## config.mk

```make
export PLATFORM = sky130hd
export DESIGN_NAME = aes_add_round_key_pipe
export DESIGN_NICKNAME = d
export VERILOG_FILES = /design/src/rtl/aes_pkg.sv /design/src/rtl/aes_skid_buf.sv /design/src/rtl/aes_add_round_key_pipe.sv
export SDC_FILE = /design/constraint.sdc
export NUM_CORES = 2
export LEC_CHECK = 0
export ABC_CLOCK_PERIOD_IN_PS = 2200
export CAP_MARGIN = 30
export CORE_ASPECT_RATIO = 0.7
export CORE_MARGIN = 1.5
export CORE_UTILIZATION = 55
export CTS_CLUSTER_SIZE = 24
export DETAILED_ROUTE_END_ITERATION = 16
export HOLD_SLACK_MARGIN = 0.03
export PLACE_DENSITY = 0.84
export SYNTH_ARGS = -nofsm -noshare
export SYNTH_HDL_FRONTEND = slang
export SYNTH_SLANG_ARGS = --single-unit
```

## constraint.sdc

```tcl
create_clock -name clk -period 2.2 [get_ports clk]
set_clock_uncertainty 0.05 [all_clocks]
set_input_delay 0.44 -clock clk [delete_from_list [all_inputs] [get_ports clk]]
set_output_delay 0.44 -clock clk [all_outputs]
set_load 0.02 [all_outputs]
```

## src/rtl/aes_pkg.sv

```systemverilog
`default_nettype none
// ============================================================================
//  Module      : aes_pkg
//  Description : Shared AES datapath constants and types. Holds the block
//                width, the round-key bank depth for each key size, the
//                block type and the state encoding of the 2-entry skid
//                buffer.
//  Revision    : 1.0 - initial release
// ============================================================================
package aes_pkg;

    localparam int AES_BLOCK_W     = 128;
    localparam int AES128_NUM_KEYS = 11;
    localparam int AES192_NUM_KEYS = 13;
    localparam int AES256_NUM_KEYS = 15;

    typedef logic [127:0] aes_block_t;

    // EMPTY: nothing held, ONE: main entry holds a block,
    // FULL: main and skid entries both hold a block.
    typedef enum logic [1:0] {
        EMPTY = 2'd0,
        ONE   = 2'd1,
        FULL  = 2'd2
    } skid_state_e;

endpackage : aes_pkg
`default_nettype wire

```

## src/rtl/aes_skid_buf.sv

```systemverilog
`default_nettype none
// ============================================================================
//  Module      : aes_skid_buf
//  Description : Generic 2-entry valid/ready skid buffer with a registered
//                in_ready. Blocks leave in arrival order. flush empties the
//                buffer and drops any input offered in the same cycle.
//  Ports       : clk, rst_n (async, active low), flush
//                in_valid / in_ready / in_data   - upstream handshake
//                out_valid / out_ready / out_data - downstream handshake
//  Revision    : 1.0 - initial release
// ============================================================================
module aes_skid_buf
    import aes_pkg::*;
#(
    parameter int WIDTH = 8
) (
    input  logic             clk,
    input  logic             rst_n,
    input  logic             flush,
    input  logic             in_valid,
    output logic             in_ready,
    input  logic [WIDTH-1:0] in_data,
    output logic             out_valid,
    input  logic             out_ready,
    output logic [WIDTH-1:0] out_data
);

    skid_state_e      r_state;
    skid_state_e      w_state_nxt;
    logic             r_in_ready;
    logic [WIDTH-1:0] r_main;
    logic [WIDTH-1:0] r_skid;
    logic [WIDTH-1:0] w_main_nxt;
    logic [WIDTH-1:0] w_skid_nxt;
    logic             w_in_xfer;
    logic             w_out_xfer;

    assign in_ready  = r_in_ready;
    assign out_valid = (r_state != EMPTY);
    assign out_data  = r_main;

    assign w_in_xfer  = in_valid && r_in_ready;
    assign w_out_xfer = out_valid && out_ready;

    always_comb begin
        w_state_nxt = r_state;
        w_main_nxt  = r_main;
        w_skid_nxt  = r_skid;
        if (flush) begin
            w_state_nxt = EMPTY;
        end else begin
            case (r_state)
                EMPTY: begin
                    if (w_in_xfer) begin
                        w_main_nxt  = in_data;
                        w_state_nxt = ONE;
                    end
                end
                ONE: begin
                    if (w_in_xfer && w_out_xfer) begin
                        w_main_nxt = in_data;
                    end else if (w_in_xfer) begin
                        w_skid_nxt  = in_data;
                        w_state_nxt = FULL;
                    end else if (w_out_xfer) begin
                        w_state_nxt = EMPTY;
                    end
                end
                FULL: begin
                    // in_ready is low here, so only the drain side can move.
                    if (w_out_xfer) begin
                        w_main_nxt  = r_skid;
                        w_state_nxt = ONE;
                    end
                end
                default: begin
                    w_state_nxt = EMPTY;
                end
            endcase
        end
    end

    always_ff @(posedge clk or negedge rst_n) begin
        if (!rst_n) begin
            r_state    <= EMPTY;
            r_in_ready <= 1'b1;
            r_main     <= '0;
            r_skid     <= '0;
        end else begin
            r_state    <= w_state_nxt;
            // Registered ready: looks ahead at the state being entered.
            r_in_ready <= (w_state_nxt != FULL);
            r_main     <= w_main_nxt;
            r_skid     <= w_skid_nxt;
        end
    end

endmodule : aes_skid_buf
`default_nettype wire

```

## src/rtl/aes_add_round_key_pipe.sv

```systemverilog
`default_nettype none
// ============================================================================
//  Module      : aes_add_round_key_pipe
//  Description : Pipelined AES AddRoundKey stage. Holds NUM_KEYS round keys
//                and XORs each accepted block with the key chosen by its
//                round index. Out-of-range indices use a zero key and flag
//                out_err. Results are held in a 2-entry skid buffer.
//  Ports       : clk, rst_n (async, active low), flush
//                key_wr_en / key_wr_idx / key_wr_data - key bank write port
//                in_valid / in_ready / in_data / in_idx - block input
//                out_valid / out_ready / out_data / out_idx / out_err
//  Revision    : 1.0 - initial release
// ============================================================================
module aes_add_round_key_pipe
    import aes_pkg::*;
#(
    parameter int DATA_W   = AES_BLOCK_W,
    parameter int NUM_KEYS = AES128_NUM_KEYS,
    parameter int IDX_W    = $clog2(NUM_KEYS)
) (
    input  logic              clk,
    input  logic              rst_n,
    input  logic              flush,
    input  logic              key_wr_en,
    input  logic [IDX_W-1:0]  key_wr_idx,
    input  logic [DATA_W-1:0] key_wr_data,
    input  logic              in_valid,
    output logic              in_ready,
    input  logic [DATA_W-1:0] in_data,
    input  logic [IDX_W-1:0]  in_idx,
    output logic              out_valid,
    input  logic              out_ready,
    output logic [DATA_W-1:0] out_data,
    output logic [IDX_W-1:0]  out_idx,
    output logic              out_err
);

    localparam int c_lanes = DATA_W / 8;
    localparam int c_pay_w = DATA_W + IDX_W + 1;

    logic [DATA_W-1:0]  r_key [NUM_KEYS];
    logic [DATA_W-1:0]  w_key;
    logic               w_hit;
    logic [DATA_W-1:0]  w_xor;
    logic [c_pay_w-1:0] w_pay_in;
    logic [c_pay_w-1:0] w_pay_out;

    // Key bank. An index with no matching entry (>= NUM_KEYS) writes nothing.
    always_ff @(posedge clk or negedge rst_n) begin
        if (!rst_n) begin
            for (int k = 0; k < NUM_KEYS; k++) begin
                r_key[k] <= '0;
            end
        end else begin
            for (int k = 0; k < NUM_KEYS; k++) begin
                if (key_wr_en && (key_wr_idx == k[IDX_W-1:0])) begin
                    r_key[k] <= key_wr_data;
                end
            end
        end
    end

    // Key read. Reading the registered bank means a same-cycle write to the
    // selected index is not yet visible: the block sees the old key.
    always_comb begin
        w_key = '0;
        w_hit = 1'b0;
        for (int k = 0; k < NUM_KEYS; k++) begin
            if (in_idx == k[IDX_W-1:0]) begin
                w_key = r_key[k];
                w_hit = 1'b1;
            end
        end
    end

    for (genvar i = 0; i < c_lanes; i++) begin : g_lane
        assign w_xor[8*i +: 8] = in_data[8*i +: 8] ^ w_key[8*i +: 8];
    end

    assign w_pay_in = {~w_hit, in_idx, w_xor};

    aes_skid_buf #(
        .WIDTH (c_pay_w)
    ) u_skid (
        .clk       (clk),
        .rst_n     (rst_n),
        .flush     (flush),
        .in_valid  (in_valid),
        .in_ready  (in_ready),
        .in_data   (w_pay_in),
        .out_valid (out_valid),
        .out_ready (out_ready),
        .out_data  (w_pay_out)
    );

    assign out_data = w_pay_out[DATA_W-1:0];
    assign out_idx  = w_pay_out[DATA_W +: IDX_W];
    assign out_err  = w_pay_out[c_pay_w-1];

endmodule : aes_add_round_key_pipe
`default_nettype wire
```

Figure 1. Wiring by layer.
Scale: 1 px per µm.
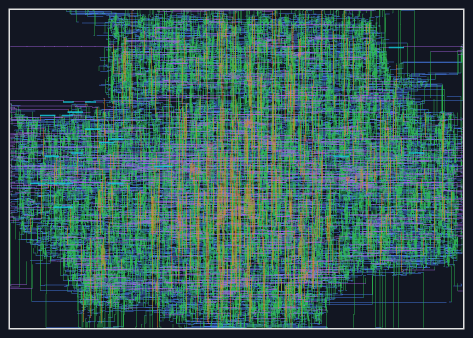
M5 -> cyan  # wire length 247 µm
M3 -> purple  # wire length 25.4 mm
M4 -> orange  # wire length 14600 µm
M2 -> green  # wire length 116 mm
M1 -> blue  # wire length 97.6 mm
Avg WL per Cell: 28.8 µm
routed wire length: 254 mm
GR Util All Layers: 0.348

Figure 2. The clock network.
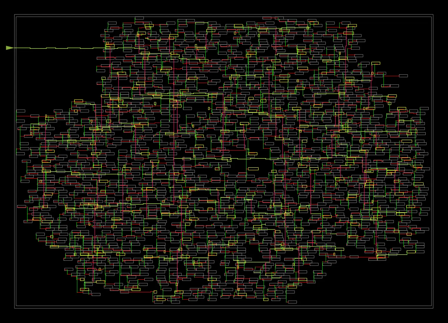
Seq Cell Count: 1677
clk pwr: 28600 µW

Figure 3. PDN straps and rails.
Pins as bars on the die edge.
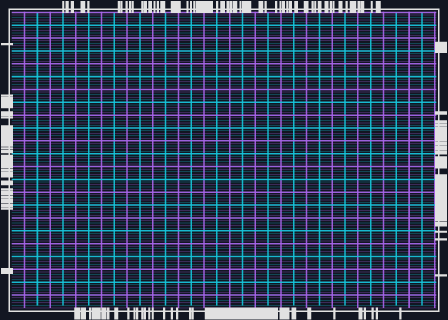
VDD -> cyan
VSS -> purple
met5 straps = 23
rows = 115
met4 straps = 33
met1 rails = 116
Die X: 453 µm
total core area: 141000 µm²
Die Ht: 318 µm
worst vdd ir: 921 µV

==> results.ini <==
[logic_synthesis]
synth_area_per_cell_um2=12.6
fp_nets=6477
synth_top_area_share=0.538
top_cell=dfrtp_1
ys_seq_share=0.538
synthSimpleGateAreaFrac=0.0538
ys_cells=6207
async_flop_share=1.00
topCellsByArea=dfrtp_1 54%, mux2_2 22%, mux2i_1 3.4%, clkbuf_1 2.1%, nand2_1 1.9%
ys.flop_type=dfrtp_1
synth-edff-count=0
syn-cell-area_um2=78000
syn_inst=6207
ys_area_um2=78000
top_area_cell=dfrtp_1

[global_routing]
grt_max_degree=117
first_global_vias=60200
antenna_found_initial=43
grt_pass1_wl_mm=381
grt_remaining_overflow=0
grt_use_met2=0.530

[placed_design]
place_congestion=0.913
io_buffers=404
dp_hpwl_mm=166
dpl_cell_area_um2=89000

[detailed_routing]
wl_met2_mm=116
met3_length_mm=25.4
drc_errors=0
dr.pass1.iters=9
vias_per_cell=6.59

[timing]
period_needed_ns=2.26
fin_ws_ns=-0.0629
timing.setup.tns_ns=-0.149
maxSlewHeadroom=0.518
grt_setup_unrepaired=yes
maxSlewViolCount=0
max_freq_mhz=442
final-setup-viol-count=10

[clock_tree]
clock_latency_ns=0.83
cts_made_buffers=157
path_clk_slew_ns=0.07
ctsHtreeMaxLevel=4
hold_buffers=1
cts_setup_buffers=2
root_buffer=clkbuf_16

[floorplan]
initial_core_util=0.555
num_io_pins=405
dieArea_um2=144000

[layout]
nonClkBufAreaFrac=0.117
final-clk-cell-share=0.0567
drive_above_1_share=0.381
sh_comb_area=0.357
comb_cells=3915
combGateArea_um2=33800
signal_buffers=1019
area_delta_synth_final_pct=21.4
largest_reg_flops=1408
fillers=9253
seq_area_um2=42000
utilization=0.673
layout.nets=7051
seq-cell-share=0.443

[critical_path]
cp.depth=3
r2r_setup_slack_ns=-0.03
worst-endpoint-required_ns=1.71
startpoint_type=flop
slowest_delay_ns=0.41
worstPathMaxFanout=3
critPathCaptureType=primary output
reg2reg_depth=9
path_cells=buf_6 > or2_4 > buf_6
crit_start=u_skid.r_state[0]
path_delay_family=flip-flops
endpoint=out_valid
worstReg2RegEnd=u_skid.out_data[64]
worstPathArrival_ns=1.77

[pwr]
p_leak_uw=0.0420
power-top-group=sequential cells
combPwrFrac=0.203
clockPowerShare=0.319
p_per_area_nw_per_um2=948
p_seq_frac=0.478
power.switching_uw=25600

[run_status]
status=finished with violations
violations=negative setup slack

[worst_hold_path]
hold_path.class=in2async

[job]
cap_viol_max_count=0

==> cell usage in the layout (no fill, tap or decap), drive strengths merged, types with 5 or more instances in the layout <==
cell type and n:
mux2 1551, xor2 106, mux2i 268, nand2b 10, nor3 78, o221ai 29, a21oi 205, o22ai 26
a221oi 26, mux4 28, a222oi 38, inv 19, a221o 57, dfrtp 1676, dlygate4sd2 130, a21o 18
o21a 22, clkinv 31, or2 5, clkdlybuf4s50 264, o32a 9, and3 73, nand3 177, diode 24
a31oi 8, buf 618, nand2 396, clkbuf 239, o31ai 7, a2bb2oi 22, nor2b 66, a22oi 126
xnor2 22, nor2 68, bufinv 10, o221a 29, o22a 7, o21ai 311, o211ai 78
Power and IR drop assume default switching activity.
